[src/rtl/sprite_pkg.sv]
// Shared types and sizing for the sprite list buffer and its banks.
package sprite_pkg;

  localparam int CANVAS_WIDTH  = 100;
  localparam int CANVAS_HEIGHT = 100;
  localparam int NUM_FRAMES    = 100;
  localparam int MAX_SPRITES   = 32;

  localparam int XW = $clog2(CANVAS_WIDTH);
  localparam int YW = $clog2(CANVAS_HEIGHT);
  localparam int FW = $clog2(NUM_FRAMES);
  localparam int CW = $clog2(MAX_SPRITES + 1);
  localparam int AW = $clog2(MAX_SPRITES);
  localparam int SW = XW + YW + FW;

  typedef struct packed {
    logic [XW-1:0] x;
    logic [YW-1:0] y;
    logic [FW-1:0] frame;
  } sprite_t;

  typedef enum logic {
    IDLE   = 1'b0,
    STREAM = 1'b1
  } read_state_t;

endpackage

[src/rtl/sprite_bank.sv]
// One list bank: register array with a synchronous write port and a
// combinational read port. Contents need no reset; validity is tracked
// by the entry counters in the top.
module sprite_bank import sprite_pkg::*; #(
  parameter int DEPTH = MAX_SPRITES,
  parameter int ADDR_W = $clog2(DEPTH)
) (
  input  logic              pixel_clk_in,
  input  logic              we,
  input  logic [ADDR_W-1:0] waddr,
  input  logic [SW-1:0]     wdata,
  input  logic [ADDR_W-1:0] raddr,
  output logic [SW-1:0]     rdata
);

  sprite_t mem [DEPTH];

  // Store one sprite per accepted write.
  always_ff @(posedge pixel_clk_in) begin
    if (we) mem[waddr] <= wdata;
  end

  assign rdata = mem[raddr];

endmodule

[src/rtl/sprite_list_buffer.sv]
// Collects emitted sprites per frame into ping-pong banks and replays the
// last completed frame's list over a valid/ready stream.
//
// state  | meaning
// IDLE   | no replay in progress, waiting for rd_start
// STREAM | presenting committed entries to the renderer
module sprite_list_buffer import sprite_pkg::*; (
  input  logic          pixel_clk_in,
  input  logic          rst_in,
  input  logic          new_frame,
  input  logic [XW-1:0] x,
  input  logic [YW-1:0] y,
  input  logic [FW-1:0] frame,
  input  logic          sprite_valid,
  input  logic          rd_start,
  output logic [XW-1:0] out_x,
  output logic [YW-1:0] out_y,
  output logic [FW-1:0] out_frame,
  output logic          out_valid,
  input  logic          out_ready,
  output logic          out_last,
  output logic          rd_done,
  output logic          rd_abort,
  output logic [CW-1:0] sprite_count,
  output logic          overflow
);

  logic          wr_bank;
  logic [CW-1:0] wr_count;
  logic          wr_ovf;
  logic          accept;
  logic          drop;
  sprite_t       wr_data;
  sprite_t       rd_data;
  logic [SW-1:0] rd_data_0;
  logic [SW-1:0] rd_data_1;
  logic [AW-1:0] rd_addr;

  read_state_t   state_q, state_d;
  sprite_t       out_q, out_d;
  logic          valid_d;
  logic [AW-1:0] rd_idx, idx_d;
  logic          done_d, abort_d;

  assign accept  = sprite_valid && (wr_count < CW'(MAX_SPRITES));
  assign drop    = sprite_valid && !accept;
  assign wr_data = {x, y, frame};

  sprite_bank #(.DEPTH(MAX_SPRITES)) u_bank_0 (
    .pixel_clk_in (pixel_clk_in),
    .we           (accept && !wr_bank),
    .waddr        (wr_count[AW-1:0]),
    .wdata        (wr_data),
    .raddr        (rd_addr),
    .rdata        (rd_data_0)
  );

  sprite_bank #(.DEPTH(MAX_SPRITES)) u_bank_1 (
    .pixel_clk_in (pixel_clk_in),
    .we           (accept && wr_bank),
    .waddr        (wr_count[AW-1:0]),
    .wdata        (wr_data),
    .raddr        (rd_addr),
    .rdata        (rd_data_1)
  );

  // The committed bank is always the one not being written.
  assign rd_data = wr_bank ? rd_data_0 : rd_data_1;

  // IDLE fetches entry 0 for a fresh replay; STREAM prefetches the next one.
  assign rd_addr = (state_q == STREAM) ? rd_idx + AW'(1) : '0;

  // Write-side counting and the frame swap; a coincident sprite closes the old frame.
  always_ff @(posedge pixel_clk_in or posedge rst_in) begin
    if (rst_in) begin
      wr_bank      <= 1'b0;
      wr_count     <= '0;
      wr_ovf       <= 1'b0;
      sprite_count <= '0;
      overflow     <= 1'b0;
    end else if (new_frame) begin
      wr_bank      <= !wr_bank;
      wr_count     <= '0;
      wr_ovf       <= 1'b0;
      sprite_count <= wr_count + CW'(accept);
      overflow     <= wr_ovf || drop;
    end else begin
      if (accept) wr_count <= wr_count + CW'(1);
      if (drop)   wr_ovf   <= 1'b1;
    end
  end

  // Read FSM registers and registered stream outputs.
  always_ff @(posedge pixel_clk_in or posedge rst_in) begin
    if (rst_in) begin
      state_q   <= IDLE;
      out_q     <= '0;
      out_valid <= 1'b0;
      rd_idx    <= '0;
      rd_done   <= 1'b0;
      rd_abort  <= 1'b0;
    end else begin
      state_q   <= state_d;
      out_q     <= out_d;
      out_valid <= valid_d;
      rd_idx    <= idx_d;
      rd_done   <= done_d;
      rd_abort  <= abort_d;
    end
  end

  // Next-state and next-output logic; a frame swap always wins over replay.
  always_comb begin
    state_d = state_q;
    out_d   = out_q;
    valid_d = out_valid;
    idx_d   = rd_idx;
    done_d  = 1'b0;
    abort_d = 1'b0;
    case (state_q)
      IDLE: begin
        valid_d = 1'b0;
        if (rd_start && !new_frame) begin
          if (sprite_count == '0) begin
            done_d = 1'b1;
          end else begin
            out_d   = rd_data;
            valid_d = 1'b1;
            idx_d   = '0;
            state_d = STREAM;
          end
        end
      end
      STREAM: begin
        if (new_frame) begin
          valid_d = 1'b0;
          abort_d = 1'b1;
          state_d = IDLE;
        end else if (out_valid && out_ready) begin
          if (out_last) begin
            valid_d = 1'b0;
            done_d  = 1'b1;
            state_d = IDLE;
          end else begin
            out_d = rd_data;
            idx_d = rd_idx + AW'(1);
          end
        end
      end
      default: state_d = IDLE;
    endcase
  end

  assign out_last  = out_valid && (CW'(rd_idx) == sprite_count - CW'(1));
  assign out_x     = out_q.x;
  assign out_y     = out_q.y;
  assign out_frame = out_q.frame;

endmodule

[config.mk]
export PLATFORM = sky130hd
export DESIGN_NAME = sprite_list_buffer
export DESIGN_NICKNAME = d
export VERILOG_FILES = /design/src/rtl/sprite_pkg.sv /design/src/rtl/sprite_bank.sv /design/src/rtl/sprite_list_buffer.sv
export SDC_FILE = /design/constraint.sdc
export NUM_CORES = 2
export LEC_CHECK = 0
export CORE_ASPECT_RATIO = 0.75
export CORE_UTILIZATION = 30
export DETAILED_ROUTE_END_ITERATION = 7
export GPL_ROUTABILITY_DRIVEN = 1
export GPL_TIMING_DRIVEN = 0
export PLACE_DENSITY = 0.54
export SLEW_MARGIN = 20
export SYNTH_ARGS = -nofsm -noshare
export SYNTH_HDL_FRONTEND = slang
export SYNTH_SLANG_ARGS = --single-unit
[constraint.sdc]
create_clock -name pixel_clk_in -period 3.7 [get_ports pixel_clk_in]
set_input_delay 0.555 -clock pixel_clk_in [delete_from_list [all_inputs] [get_ports pixel_clk_in]]
set_output_delay 0.555 -clock pixel_clk_in [all_outputs]
set_load 0.005 [all_outputs]
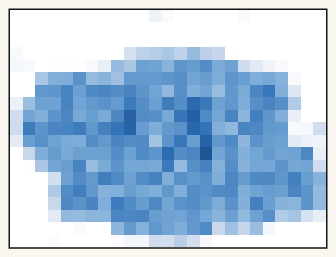
density.png
The die is cut into 25 by 19 equal tiles; white is low, dark blue is high, 0 to 100% covered.
- mean over tiles: 34%
- tiles over 75% full: 1.7%
- densest ninth of the die: center
- fullest tile: 85%
- nearly empty tiles: 32%
FP Util: 30.3%
post-layout util: 36.1%
core area: 181000 µm²

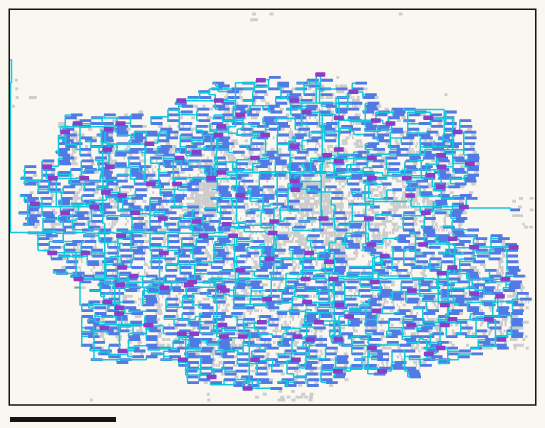
clock_map.png
Bar = 100 µm.
- flip-flops: blue (count 1389)
- cells driving clock nets: purple (count 135)
- clock wires: cyan (length 17200 µm)
- routed clock nets: 136
clk_lat worst skew: 0.79 ns
Power Clock: 13.3 mW
clock skew: 0.0370 ns
clock share of power: 36.4%

==> impl_metrics.py <==
# Flow results
metrics = {
    "cts": {
        "cts-root-buf": "clkbuf_16",
        "cts_buffer_depth": 3,
        "numCtsBuffers": 135,
        "postCtsHoldBufs": 1,
        "cts_sinks": 1389,
        "htreeDepth": 4,
    },
    "synth": {
        "compound_area_share_pct": 11.2,
        "top_cell_area_share_pct": 73.6,
        "ys_warn_count": 0,
        "synthAdderAreaFrac_pct": 0.205,
        "ys_seq_elements": 1389,
        "synthDistinctLibCells": 74,
        "postSynthSeqShare_pct": 75.6,
        "synthTopCellsByArea": "edfxtp_1 74%, mux2i_1 2.5%, dfrtp_1 2.1%",
        "ys_area_um2": 54900,
        "syn_avg_cell_area_um2": 15.8,
    },
    "placed_design": {
        "portBuffers": 57,
        "hpwlAfterDp_mm": 143,
        "place.gp.congestion": 0.990,
    },
    "floorplan": {
        "die_x_um": 496,
        "die-area_um2": 185000,
        "dieHeight_um": 372,
        "rows": 135,
        "io_pins": 59,
    },
    "detailed_routing": {
        "dr.pass1.iters": 6,
        "drtIter0Drc": 6219,
        "drt_wl_total_mm": 203,
        "vias": 35800,
        "ant_nets": 0,
    },
    "sta": {
        "max-slew-margin-rel_pct": 15.8,
        "setup_tns_ns": -0.777,
        "setup_viol": 12,
        "finalWorstSetupSlack_ns": -0.148,
        "timing.final.crit_period_ns": 3.85,
        "fin_crit_sh_pct": 104,
    },
    "cells_and_area": {
        "multi_input_comb_cells": 1798,
        "antennaDiodeCount": 6,
        "bufAreaShareNonClock_pct": 5.71,
        "non_clock_inverter_count": 15,
        "nClkBuffers": 167,
        "flop-count": 1389,
        "layout.cells.most_common": "edfxtp_1",
        "comb-cell-share_pct": 19.8,
        "dominant_cells": "registers",
    },
    "global_route": {
        "grtUsageMet3_pct": 8.25,
        "grt_max_degree": 65,
        "antenna_found_initial": 22,
        "top_usage_layer": "met1",
        "grt_pass1_vias": 33100,
        "grtUsageMet1_pct": 30.9,
    },
    "setup_path": {
        "cp-start-kind": "flip-flop",
        "reg2regPathDepth": 8,
        "crit_path_start": "rd_idx[0]",
        "crit_end": "out_x[0]",
        "crit_type": "reg -> reg",
        "worstReg2RegStart": "rd_idx[0]",
        "crit_buf_inv": 3,
        "crit_path_max_fanout": 10,
        "path_delay_family": "AND-OR/OR-AND gates",
    },
    "power_and_ir_drop": {
        "p_seq_share_pct": 48.7,
        "switchingPower_mw": 10.2,
        "sw_frac_of_total_pct": 27.8,
        "comb-power_mw": 5.44,
        "maxPowerGroup": "sequential cells",
        "total_power_mw": 36.5,
        "p_int_mw": 26.3,
        "ir_drop_uv": 332,
        "p_seq_mw": 17.8,
    },
    "min_path": {
        "min_path_cells": 1,
    },
    "status": {
        "status": "finished, violations left",
        "violations": "negative setup slack",
    },
    "job": {
        "warnings": 33,
    },
}
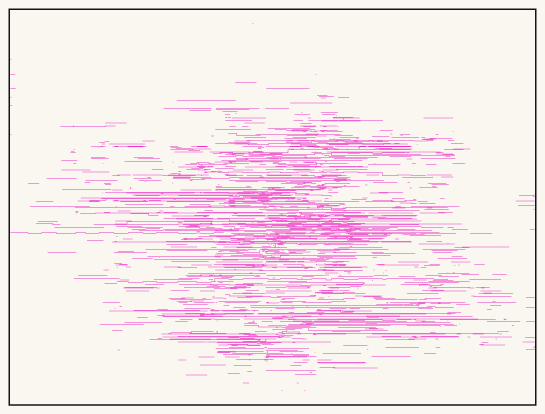
met3.png
- main direction: horizontal
- longest straight run: 212 µm
- nets with wire on the layer: 608
- wire length on this layer: 28.8 mm

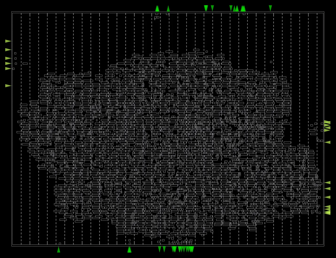
final_placement.png
fraction of area in registers: 63.5%
n_taps: 2397

synth_stat cells (5+ instances only):
cell type,n
a211o_1,20
a211oi_1,54
a21o_1,15
a21oi_1,142
a221o_1,49
a221oi_1,32
a222oi_1,64
a22o_1,18
a22oi_1,8
a311oi_1,21
a31o_2,6
a31oi_1,34
a32o_1,6
and2_1,7
and3_1,73
buf_1,31
buf_2,85
buf_4,12
clkbuf_1,138
dfrtp_1,45
edfxtp_1,1344
ha_1,9
inv_1,14
mux2_2,98
mux2i_1,137
nand2_1,289
nand2b_1,6
nand3_1,58
nand3b_1,5
nand4_1,20
nor2_1,154
nor2b_1,10
nor3_1,51
o211ai_1,22
o21ai_0,102
o21ai_1,12
o221ai_1,117
o22a_1,16
o22ai_1,58
o31ai_1,8
o32ai_1,7
or2_2,6
xnor2_1,7
xor2_1,9
metrics by stage:
| step | area, µm² | util (%) | instances | setup slack [ns] | hold WS (ns) |
|---|---|---|---|---|---|
| after global routing | 65300 | 36.1 | 6248 | -0.0287 | 0.0481 |
| after floorplan | 54900 | - | 3469 | 1.06 | 0.449 |
| after CTS | 65100 | 36.0 | 6239 | -0.0772 | 0.0232 |
| after global placement | 58400 | 32.3 | 5923 | -1.26 | 0.476 |
| after detailed placement | 60700 | 33.5 | 6000 | -1.10 | 0.481 |
| final | 65300 | 36.1 | 6252 | -0.148 | 0.0561 |
metal layers:
metal  wire [µm]  vias up
met3       28800      287
met4        5510        4
met1       85100    18600
li1            -    14600
met2       83700     2356
met5          27        -
state kept, by name, summed over array words and instances, names as in the netlist, 5 cells and up:
signal        count
sprite_count      6
out_y             7
rd_idx            5
out_frame         7
u_bank_0.mem    672
u_bank_1.mem    672
wr_count          6
out_x             7
No activity file was given, so power comes from the tool's default toggle rates.
